Run 1, the metal 3 layer:
The bar under the picture is 20 um long.
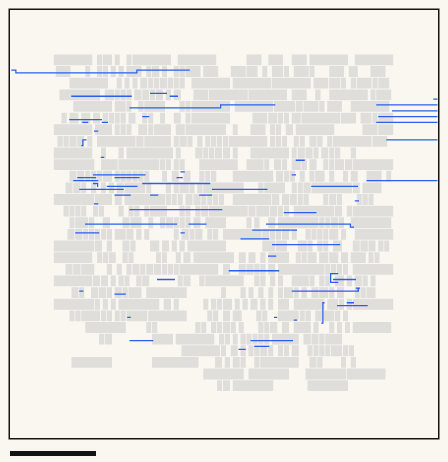
Run 1, layout detail:
The bar under the picture is 10 um long. Window x 55 to 95, y 5 to 45 um. Cells in gray, sequential cells in the stronger gray; small squares are vias.
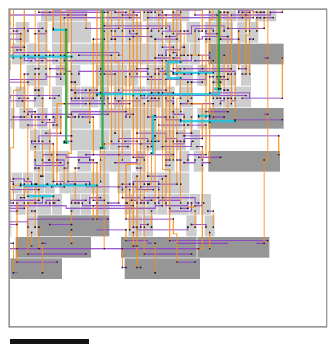
Run 1, gate families picked out:
The bar under the picture is 20 um long.
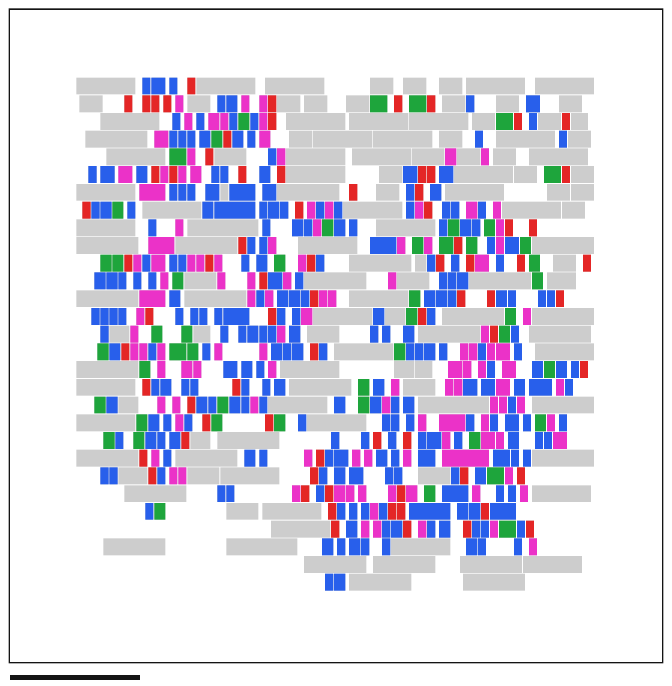
### config.mk
export PLATFORM = sky130hd
export DESIGN_NAME = sd_pin_debounce
export DESIGN_NICKNAME = d
export VERILOG_FILES = /design/src/rtl/sd_pkg.sv /design/src/rtl/sd_pin_debounce_ch.sv /design/src/rtl/sd_pin_debounce.sv
export SDC_FILE = /design/constraint.sdc
export NUM_CORES = 1
export LEC_CHECK = 0
export ABC_AREA = 1
export ABC_CLOCK_PERIOD_IN_PS = 4100
export CAP_MARGIN = 20
export CORE_MARGIN = 10
export CORE_UTILIZATION = 64
export CTS_CLUSTER_SIZE = 14
export DETAILED_ROUTE_END_ITERATION = 6
export GPL_ROUTABILITY_DRIVEN = 0
export PLACE_DENSITY = 0.85
export SYNTH_ARGS = -nofsm -noshare
export SYNTH_HDL_FRONTEND = slang
export SYNTH_SLANG_ARGS = --single-unit
### constraint.sdc
create_clock -name clk_i -period 4.1 [get_ports clk_i]
set_input_delay 0.82 -clock clk_i [delete_from_list [all_inputs] [get_ports clk_i]]
set_output_delay 0.82 -clock clk_i [all_outputs]
set_load 0.01 [all_outputs]
### src/rtl/sd_pkg.sv
// Shared types and helpers for the SD socket pin debouncer.
package sd_pkg;

  typedef enum logic [1:0] {
    DBC_DISABLED,
    DBC_UNSTABLE,
    DBC_STABLE
  } debounce_state_e;

  // Debounce period that applies to the level currently being qualified.
  function automatic int unsigned dbc_period(input logic lvl, input int unsigned assert_p,
                                             input int unsigned deassert_p);
    return lvl ? assert_p : deassert_p;
  endfunction

endpackage

### src/rtl/sd_pin_debounce_ch.sv
// One pin channel: synchroniser, polarity, debounce FSM/counter and event pulses.
module sd_pin_debounce_ch
  import sd_pkg::*;
#(
  parameter int unsigned AssertPeriod   = 5000000,
  parameter int unsigned DeassertPeriod = 5000000,
  parameter bit          FastDeassert   = 1'b1,
  parameter int unsigned SyncStages     = 2,
  parameter bit          ActiveLow      = 1'b0
) (
  input  logic clk_i,
  input  logic rst_i,
  input  logic pin_i,
  input  logic en_i,
  output logic stable_o,
  output logic state_o,
  output logic insert_o,
  output logic remove_o
);

  localparam int unsigned MaxPeriod = (AssertPeriod > DeassertPeriod) ? AssertPeriod
                                                                      : DeassertPeriod;
  localparam int unsigned CntW = $clog2(MaxPeriod + 1);

  logic pin_s;

  if (SyncStages == 0) begin : g_nosync
    assign pin_s = pin_i;
  end else begin : g_sync
    logic [SyncStages-1:0] sync_q;
    always_ff @(posedge clk_i or posedge rst_i) begin
      if (rst_i) begin
        sync_q <= '0;
      end else begin
        sync_q[0] <= pin_i;
        for (int i = 1; i < SyncStages; i++) begin
          sync_q[i] <= sync_q[i-1];
        end
      end
    end
    assign pin_s = sync_q[SyncStages-1];
  end

  debounce_state_e st_q, st_d;
  logic [CntW-1:0] cnt_q, cnt_d, reload;
  logic            level_q, lvl, change;
  logic            state_q, state_d, pend_q, pend_d;
  logic            ins_q, ins_d, rm_q, rm_d;
  logic            state_eff;

  assign lvl       = pin_s ^ ActiveLow;
  assign change    = lvl != level_q;
  assign reload    = CntW'(dbc_period(lvl, AssertPeriod, DeassertPeriod) - 1);
  // A pending fast remove has already given up the asserted state.
  assign state_eff = state_q & ~pend_q;

  always_comb begin
    st_d    = st_q;
    cnt_d   = cnt_q;
    state_d = state_q;
    pend_d  = 1'b0;
    ins_d   = 1'b0;
    rm_d    = 1'b0;
    if (!en_i) begin
      st_d    = DBC_DISABLED;
      state_d = 1'b0;
    end else if (st_q == DBC_DISABLED) begin
      st_d  = DBC_UNSTABLE;
      cnt_d = reload;
    end else begin
      if (pend_q) begin
        rm_d    = 1'b1;
        state_d = 1'b0;
      end
      if (change) begin
        st_d  = DBC_UNSTABLE;
        cnt_d = reload;
        if (FastDeassert && !lvl && state_eff) pend_d = 1'b1;
      end else if (st_q == DBC_UNSTABLE) begin
        if (cnt_q == '0) begin
          st_d = DBC_STABLE;
          if (lvl && !state_eff) begin
            ins_d   = 1'b1;
            state_d = 1'b1;
          end else if (!lvl && state_eff) begin
            rm_d    = 1'b1;
            state_d = 1'b0;
          end
        end else begin
          cnt_d = cnt_q - 1'b1;
        end
      end
    end
  end

  always_ff @(posedge clk_i or posedge rst_i) begin
    if (rst_i) begin
      st_q    <= DBC_UNSTABLE;
      cnt_q   <= CntW'(DeassertPeriod - 1);
      level_q <= 1'b0;
      state_q <= 1'b0;
      pend_q  <= 1'b0;
      ins_q   <= 1'b0;
      rm_q    <= 1'b0;
    end else begin
      st_q    <= st_d;
      cnt_q   <= cnt_d;
      level_q <= lvl;
      state_q <= state_d;
      pend_q  <= pend_d;
      ins_q   <= ins_d;
      rm_q    <= rm_d;
    end
  end

  assign stable_o = (st_q == DBC_STABLE);
  assign state_o  = state_q;
  assign insert_o = ins_q;
  assign remove_o = rm_q;

endmodule

### src/rtl/sd_pin_debounce.sv
// Multi-channel SD socket pin debouncer with sticky W1C status and masked interrupt.
module sd_pin_debounce
  import sd_pkg::*;
#(
  parameter int unsigned          NumChannels    = 2,
  parameter int unsigned          AssertPeriod   = 5000000,
  parameter int unsigned          DeassertPeriod = 5000000,
  parameter bit                   FastDeassert   = 1'b1,
  parameter int unsigned          SyncStages     = 2,
  parameter logic [NumChannels-1:0] ActiveLow    = '0
) (
  input  logic                     clk_i,
  input  logic                     rst_i,
  input  logic [NumChannels-1:0]   pin_i,
  input  logic [NumChannels-1:0]   en_i,
  input  logic [2*NumChannels-1:0] irq_mask_i,
  input  logic [2*NumChannels-1:0] clear_i,
  output logic [NumChannels-1:0]   stable_o,
  output logic [NumChannels-1:0]   state_o,
  output logic [NumChannels-1:0]   insert_o,
  output logic [NumChannels-1:0]   remove_o,
  output logic [2*NumChannels-1:0] status_o,
  output logic                     irq_o
);

  for (genvar i = 0; i < NumChannels; i++) begin : g_ch
    sd_pin_debounce_ch #(
      .AssertPeriod  (AssertPeriod),
      .DeassertPeriod(DeassertPeriod),
      .FastDeassert  (FastDeassert),
      .SyncStages    (SyncStages),
      .ActiveLow     (ActiveLow[i])
    ) u_ch (
      .clk_i   (clk_i),
      .rst_i   (rst_i),
      .pin_i   (pin_i[i]),
      .en_i    (en_i[i]),
      .stable_o(stable_o[i]),
      .state_o (state_o[i]),
      .insert_o(insert_o[i]),
      .remove_o(remove_o[i])
    );
  end

  logic [2*NumChannels-1:0] status_q, status_d;
  logic                     irq_q;

  // New events win over a simultaneous clear so none are lost.
  assign status_d = (status_q & ~clear_i) | {remove_o, insert_o};

  always_ff @(posedge clk_i or posedge rst_i) begin
    if (rst_i) begin
      status_q <= '0;
      irq_q    <= 1'b0;
    end else begin
      status_q <= status_d;
      irq_q    <= |(status_q & irq_mask_i);
    end
  end

  assign status_o = status_q;
  assign irq_o    = irq_q;

endmodule

==> flow_metrics.rpt, run 1 <==
IMPLEMENTATION SUMMARY REPORT
----------------------------------------------------
[Timing]
  Clock skew ........................ 0.00852 ns
  Final count of hold timing violations ........................ 0
  Summed negative setup slack over all endpoints ........................ 0 ns
  Crit path setup slack, layout ........................ 1.83 ns
  Worst-margin pin slew ........................ 0.839 ns
  # setup viols final ........................ 0

[Clock network]
  Setup Buffers After CTS ........................ 0
  Post-CTS Hold Buffers ........................ 0
  Clock sink count ........................ 69
  Number of H-tree levels ........................ 3
  Maximum clock path buffer count ........................ 2
  Root Buffer Master ........................ clkbuf_8
  Worst-skew pair later-pin latency ........................ 0.36 ns

[Worst hold path]
  WHS Endpoint ........................ g_ch[0].u_ch.g_sync.sync_q[1]
  Hold Path Origin ........................ g_ch[0].u_ch.g_sync.sync_q[0]

[Yosys]
  Cell type with the largest total area ........................ dfrtp_1
  Share of synthesized cell area in full adder, half adder and majority cells ........................ 0.610%
  Count of synthesis-stage warnings from yosys ........................ 0
  Asr flop ratio synth ........................ 100%
  Share of synthesized cell area in and, or, nand and nor gates ........................ 39.5%
  Mapped Area ........................ 4100 sq um
  Area share of the largest cell type after synthesis ........................ 25.0%
  Post-synthesis xor/xnor area fraction ........................ 0.854%
  Syn avg cell area ........................ 7.21 sq um
  Dominant combinational cell family by area after synthesis ........................ simple AND/OR/NAND/NOR gates
  AND-OR/OR-AND Cells, Area Fraction ........................ 6.56%
  Floorplan Nets ........................ 585
  Top cells by count, synth ........................ nand2_1 (157), nor2_1 (91), inv_1 (65)
  Yosys chip area ........................ 4100 sq um

[Power]
  Cell-internal power ........................ 1.19 mW
  Switch share ........................ 26.7%
  NetSw ........................ 434 uW
  P per Cell Area ........................ 354 nW/um^2
  Largest voltage drop on the vdd net ........................ 0.258 mV

[Worst setup path]
  Start of the worst register-to-register path ........................ g_ch[1].u_ch.g_sync.sync_q[1]
  Crit Path Class ........................ register to output port
  Worst EP required ........................ 3.28 ns
  Crit path capture type ........................ output port
  Critical path origin ........................ g_ch[0].u_ch.st_q[1]
  Worst Path Arrival ........................ 1.45 ns
  Critical path capture point ........................ stable_o[0]
  Setup slack of the most critical reg-to-reg path ........................ 2.06 ns
  Biggest cell delay along the critical path ........................ 0.56 ns

[Final layout]
  Most frequent cells in the layout ........................ nand2_1 (157), nor2_1 (91), inv_1 (64)
  Layout cell share with drive strength beyond 1 ........................ 13.4%
  Clock Buffer Count ........................ 10
  Area used by multi-input combinational logic ........................ 1950 sq um
  Largest class ........................ logic gates
  Multi-input gate count ........................ 413
  Synthesis-to-layout area growth ........................ 11.8%
  Final Cell Area ........................ 4590 sq um
  Number of non-filler instances in the completed layout ........................ 675
  Clock-cell share of area ........................ 5.21%
  Fraction of cell area in non-clock buffers ........................ 5.84%
  Total number of nets in the final design ........................ 609
  Non-clock inverter total of the final layout ........................ 73
  Seq Cell Count ........................ 69

[Placement]
  DPL Wire Length ........................ 6.50 mm
  Post-Place Worst Slack ........................ 1.79 ns

[Run status]
  Status ........................ finished clean

[Drt]
  Routed wire per std cell ........................ 13.6 um
  Metal1 wirelength ........................ 3.85 mm
  DRC violation total after the first TritonRoute iteration ........................ 221
  DRC violations left ........................ 0
  Highest metal layer with signal wires ........................ met4

[Floorplanning]
  Area inside the core boundary ........................ 6280 sq um
  Effective utilization at floorplan ........................ 65.4%
  Site row count ........................ 29

[GRT]
  Total gr overflow ........................ 0
  Wire length of the first global-routing pass ........................ 15.7 mm
  Initial antenna violation count ........................ 0

----------------------------------------------------
-- 'the metal 3 layer' (at the start) --
The layer holds 5.2% of the routed length. The longest straight run is 28.3 um.
met3 GRT Util: 5.29%
final routed wirelength across all metal layers: 9.21 mm
Vias: 3,655

-- 'layout detail' (at the start) --
Key: M2 = orange; M1 = purple; M3 = cyan; M4 = green
Sequential cells in the window: 9. 123 logic cells have their middle in the window. Most frequent: nand2_1 (34), nor2_1 (25), nand3_1 (14). Netlist names of flops here include g_ch.u_ch.cnt_q (9).

-- 'gate families picked out' (at the start) --
Key: inv cells = red [cells 73]; aoi and oai cells = green [cells 48]; nor cells = magenta [cells 115]; nand cells = blue [cells 243]
most common library cell in the layout ignoring fill and taps: nand2_1
share of cell area taken by multi-input logic gates: 42.5%

==> run 1 -> run 2 <==
--- a/config.mk
+++ b/config.mk
@@ -6,14 +6,14 @@
 export NUM_CORES = 1
 export LEC_CHECK = 0
 export ABC_AREA = 1
-export ABC_CLOCK_PERIOD_IN_PS = 4100
+export ABC_CLOCK_PERIOD_IN_PS = 2100
 export CAP_MARGIN = 20
 export CORE_MARGIN = 10
-export CORE_UTILIZATION = 64
+export CORE_UTILIZATION = 59
 export CTS_CLUSTER_SIZE = 14
 export DETAILED_ROUTE_END_ITERATION = 6
 export GPL_ROUTABILITY_DRIVEN = 0
-export PLACE_DENSITY = 0.85
+export PLACE_DENSITY = 0.8
 export SYNTH_ARGS = -nofsm -noshare
 export SYNTH_HDL_FRONTEND = slang
 export SYNTH_SLANG_ARGS = --single-unit
==> constraint.sdc (replaced) <==
create_clock -name clk_i -period 2.1 [get_ports clk_i]
set_input_delay 0.42 -clock clk_i [delete_from_list [all_inputs] [get_ports clk_i]]
set_output_delay 0.42 -clock clk_i [all_outputs]
set_load 0.01 [all_outputs]
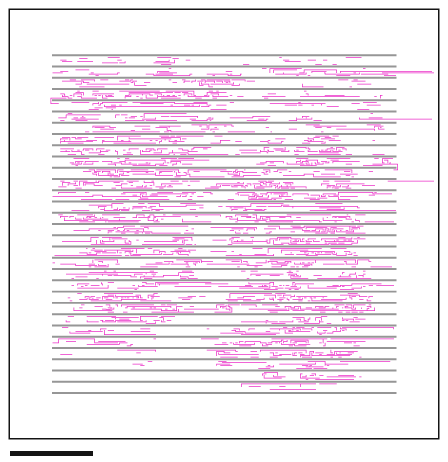
Run 2: M1 wires
The bar under the picture is 20 um long. Supply wires on this layer in gray.
The layer carries 3,960 um of wire. 568 nets have wire on it. The wires run mostly horizontal.
Vias: 3,700
final routed wirelength across all metal layers: 9.30 mm
met1 routing resource usage after global routing: 22.8%

==> run 2 against run 1 <==
Compared with the run above:
- critical path depth unchanged
- sequential cell count unchanged
- largest cell class unchanged
- sequential share of layout area shrank 0.35 points
- sequential power rose by 95%
- critical endpoint unchanged
- first-iteration DRC count unchanged
- non-clock buffer count rose by 2
- worst setup slack worse by 1.6 ns
- synthesized area did not move
- die size increased by 6.8%
- power is 92% higher
- core utilization down 4.9 points
==> flow_metrics.rpt, run 2 <==
IMPLEMENTATION SUMMARY REPORT
----------------------------------------------------
[Worst setup path]
  Critical path origin ........................ g_ch[0].u_ch.st_q[1]
  Critical path capture point ........................ stable_o[0]
  Start of the worst register-to-register path ........................ g_ch[1].u_ch.cnt_q[0]
  Worst EP required ........................ 1.68 ns
  Setup slack of the most critical reg-to-reg path ........................ 0.22 ns

[Yosys]
  Area share of the largest cell type after synthesis ........................ 25.0%
  Top cells by count, synth ........................ nand2_1 (157), nor2_1 (91), inv_1 (65)
  Post-synthesis xor/xnor area fraction ........................ 0.854%
  Dominant combinational cell family by area after synthesis ........................ simple AND/OR/NAND/NOR gates
  Floorplan Nets ........................ 585
  Cell type with the largest total area ........................ dfrtp_1
  Share of synthesized cell area in full adder, half adder and majority cells ........................ 0.610%
  Mapped Area ........................ 4100 sq um
  Share of synthesized cell area in and, or, nand and nor gates ........................ 39.5%
  Syn avg cell area ........................ 7.21 sq um
  Yosys chip area ........................ 4100 sq um
  Count of synthesis-stage warnings from yosys ........................ 0

[Final layout]
  Layout cell share with drive strength beyond 1 ........................ 13.8%
  Most common library cell in the layout ignoring fill and taps ........................ nand2_1
  Total number of nets in the final design ........................ 611
  Number of non-filler instances in the completed layout ........................ 696
  Share of cell area taken by multi-input logic gates ........................ 42.1%
  Non-clock inverter total of the final layout ........................ 73
  Final Cell Area ........................ 4630 sq um
  Multi-input gate count ........................ 413
  Synthesis-to-layout area growth ........................ 12.9%
  Most frequent cells in the layout ........................ nand2_1 (157), nor2_1 (91), inv_1 (64)
  Clock Buffer Count ........................ 9
  Seq Cell Count ........................ 69
  Largest class ........................ logic gates
  Area used by multi-input combinational logic ........................ 1950 sq um

[Run status]
  Status ........................ finished clean

[GRT]
  Wire length of the first global-routing pass ........................ 16.2 mm
  Initial antenna violation count ........................ 0
  Total gr overflow ........................ 0

[Power]
  NetSw ........................ 893 uW
  P per Cell Area ........................ 674 nW/um^2
  Cell-internal power ........................ 2.23 mW

[Placement]
  Post-Place Worst Slack ........................ 0.261 ns
  DPL Wire Length ........................ 6.59 mm

[Drt]
  DRC violations left ........................ 0
  DRC violation total after the first TritonRoute iteration ........................ 221
  Highest metal layer with signal wires ........................ met4

[Worst hold path]
  WHS Endpoint ........................ g_ch[0].u_ch.g_sync.sync_q[1]
  Hold Path Origin ........................ g_ch[0].u_ch.g_sync.sync_q[0]

[Timing]
  Clock skew ........................ 0.00597 ns
  # setup viols final ........................ 0

[Clock network]
  Worst-skew pair later-pin latency ........................ 0.36 ns
  Number of H-tree levels ........................ 3
  Clock sink count ........................ 69
  Root Buffer Master ........................ clkbuf_8

----------------------------------------------------
==> run 2 -> run 3 <==
--- a/config.mk
+++ b/config.mk
@@ -14,6 +14,7 @@
 export DETAILED_ROUTE_END_ITERATION = 6
 export GPL_ROUTABILITY_DRIVEN = 0
 export PLACE_DENSITY = 0.8
+export SLEW_MARGIN = 20
 export SYNTH_ARGS = -nofsm -noshare
 export SYNTH_HDL_FRONTEND = slang
 export SYNTH_SLANG_ARGS = --single-unit
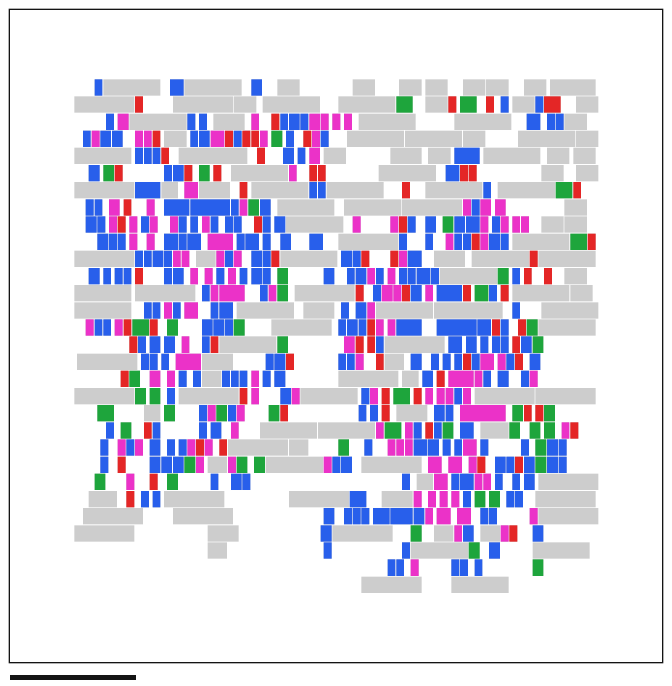
Run 3: gate families picked out
The bar under the picture is 20 um long.
Key: nor cells = magenta [cells 115]; nand cells = blue [cells 243]; inv cells = red [cells 73]; aoi and oai cells = green [cells 48]
share of cell area taken by multi-input logic gates: 42.1%
number of non-filler instances in the completed layout: 696

==> run 3 against run 2 <==
Compared with the run above:
- synthesized area unchanged
- global-route usage stayed put
- combinational power hardly changed
- via count unchanged
- core utilization unchanged
- maximum frequency stayed put
- clock-buffer cell count did not move
- critical endpoint unchanged
- highest routed layer unchanged
==> flow_metrics.rpt, run 3 <==
IMPLEMENTATION SUMMARY REPORT
----------------------------------------------------
[Worst setup path]
  Worst Path Arrival ........................ 1.49 ns
  Crit Path Class ........................ register to output port
  Biggest cell delay along the critical path ........................ 0.57 ns
  Setup slack of the most critical reg-to-reg path ........................ 0.22 ns
  Critical path origin ........................ g_ch[0].u_ch.st_q[1]
  Start of the worst register-to-register path ........................ g_ch[1].u_ch.cnt_q[0]
  Crit path capture type ........................ output port

[Yosys]
  Yosys chip area ........................ 4100 sq um
  Syn avg cell area ........................ 7.21 sq um
  Share of synthesized cell area in full adder, half adder and majority cells ........................ 0.610%
  Dominant combinational cell family by area after synthesis ........................ simple AND/OR/NAND/NOR gates
  Area share of the largest cell type after synthesis ........................ 25.0%
  Top cells by count, synth ........................ nand2_1 (157), nor2_1 (91), inv_1 (65)
  Count of synthesis-stage warnings from yosys ........................ 0
  Share of synthesized cell area in and, or, nand and nor gates ........................ 39.5%
  Cell type with the largest total area ........................ dfrtp_1
  Mapped Area ........................ 4100 sq um
  Floorplan Nets ........................ 585

[GRT]
  Total gr overflow ........................ 0
  Met3 GRT Util ........................ 2.86%

[Final layout]
  Fraction of cell area in non-clock buffers ........................ 6.38%
  Most frequent cells in the layout ........................ nand2_1 (157), nor2_1 (91), inv_1 (64)
  Area used by multi-input combinational logic ........................ 1950 sq um
  Non-clock inverter total of the final layout ........................ 73
  Clock Buffer Count ........................ 9
  Clock-cell share of area ........................ 4.89%
  Multi-input gate count ........................ 413
  Largest class ........................ logic gates
  Seq Cell Count ........................ 69

[Timing]
  Final count of hold timing violations ........................ 0
  Worst-margin pin slew ........................ 0.589 ns

[Drt]
  Metal1 wirelength ........................ 3.96 mm
  Vias ........................ 3,700
  Routed wire per std cell ........................ 13.4 um
  DRC violation total after the first TritonRoute iteration ........................ 221

[Worst hold path]
  Hold Path Origin ........................ g_ch[0].u_ch.g_sync.sync_q[0]

[Floorplanning]
  Effective utilization at floorplan ........................ 60.4%
  Site row count ........................ 30
  Area inside the core boundary ........................ 6790 sq um

[Run status]
  Status ........................ finished clean

[Power]
  Switch share ........................ 28.6%
  P per Cell Area ........................ 674 nW/um^2

[Clock network]
  Number of H-tree levels ........................ 3
  Clock sink count ........................ 69
  Post-CTS Hold Buffers ........................ 0

[Placement]
  DPL Wire Length ........................ 6.59 mm

----------------------------------------------------
Power and IR drop assume default switching activity.
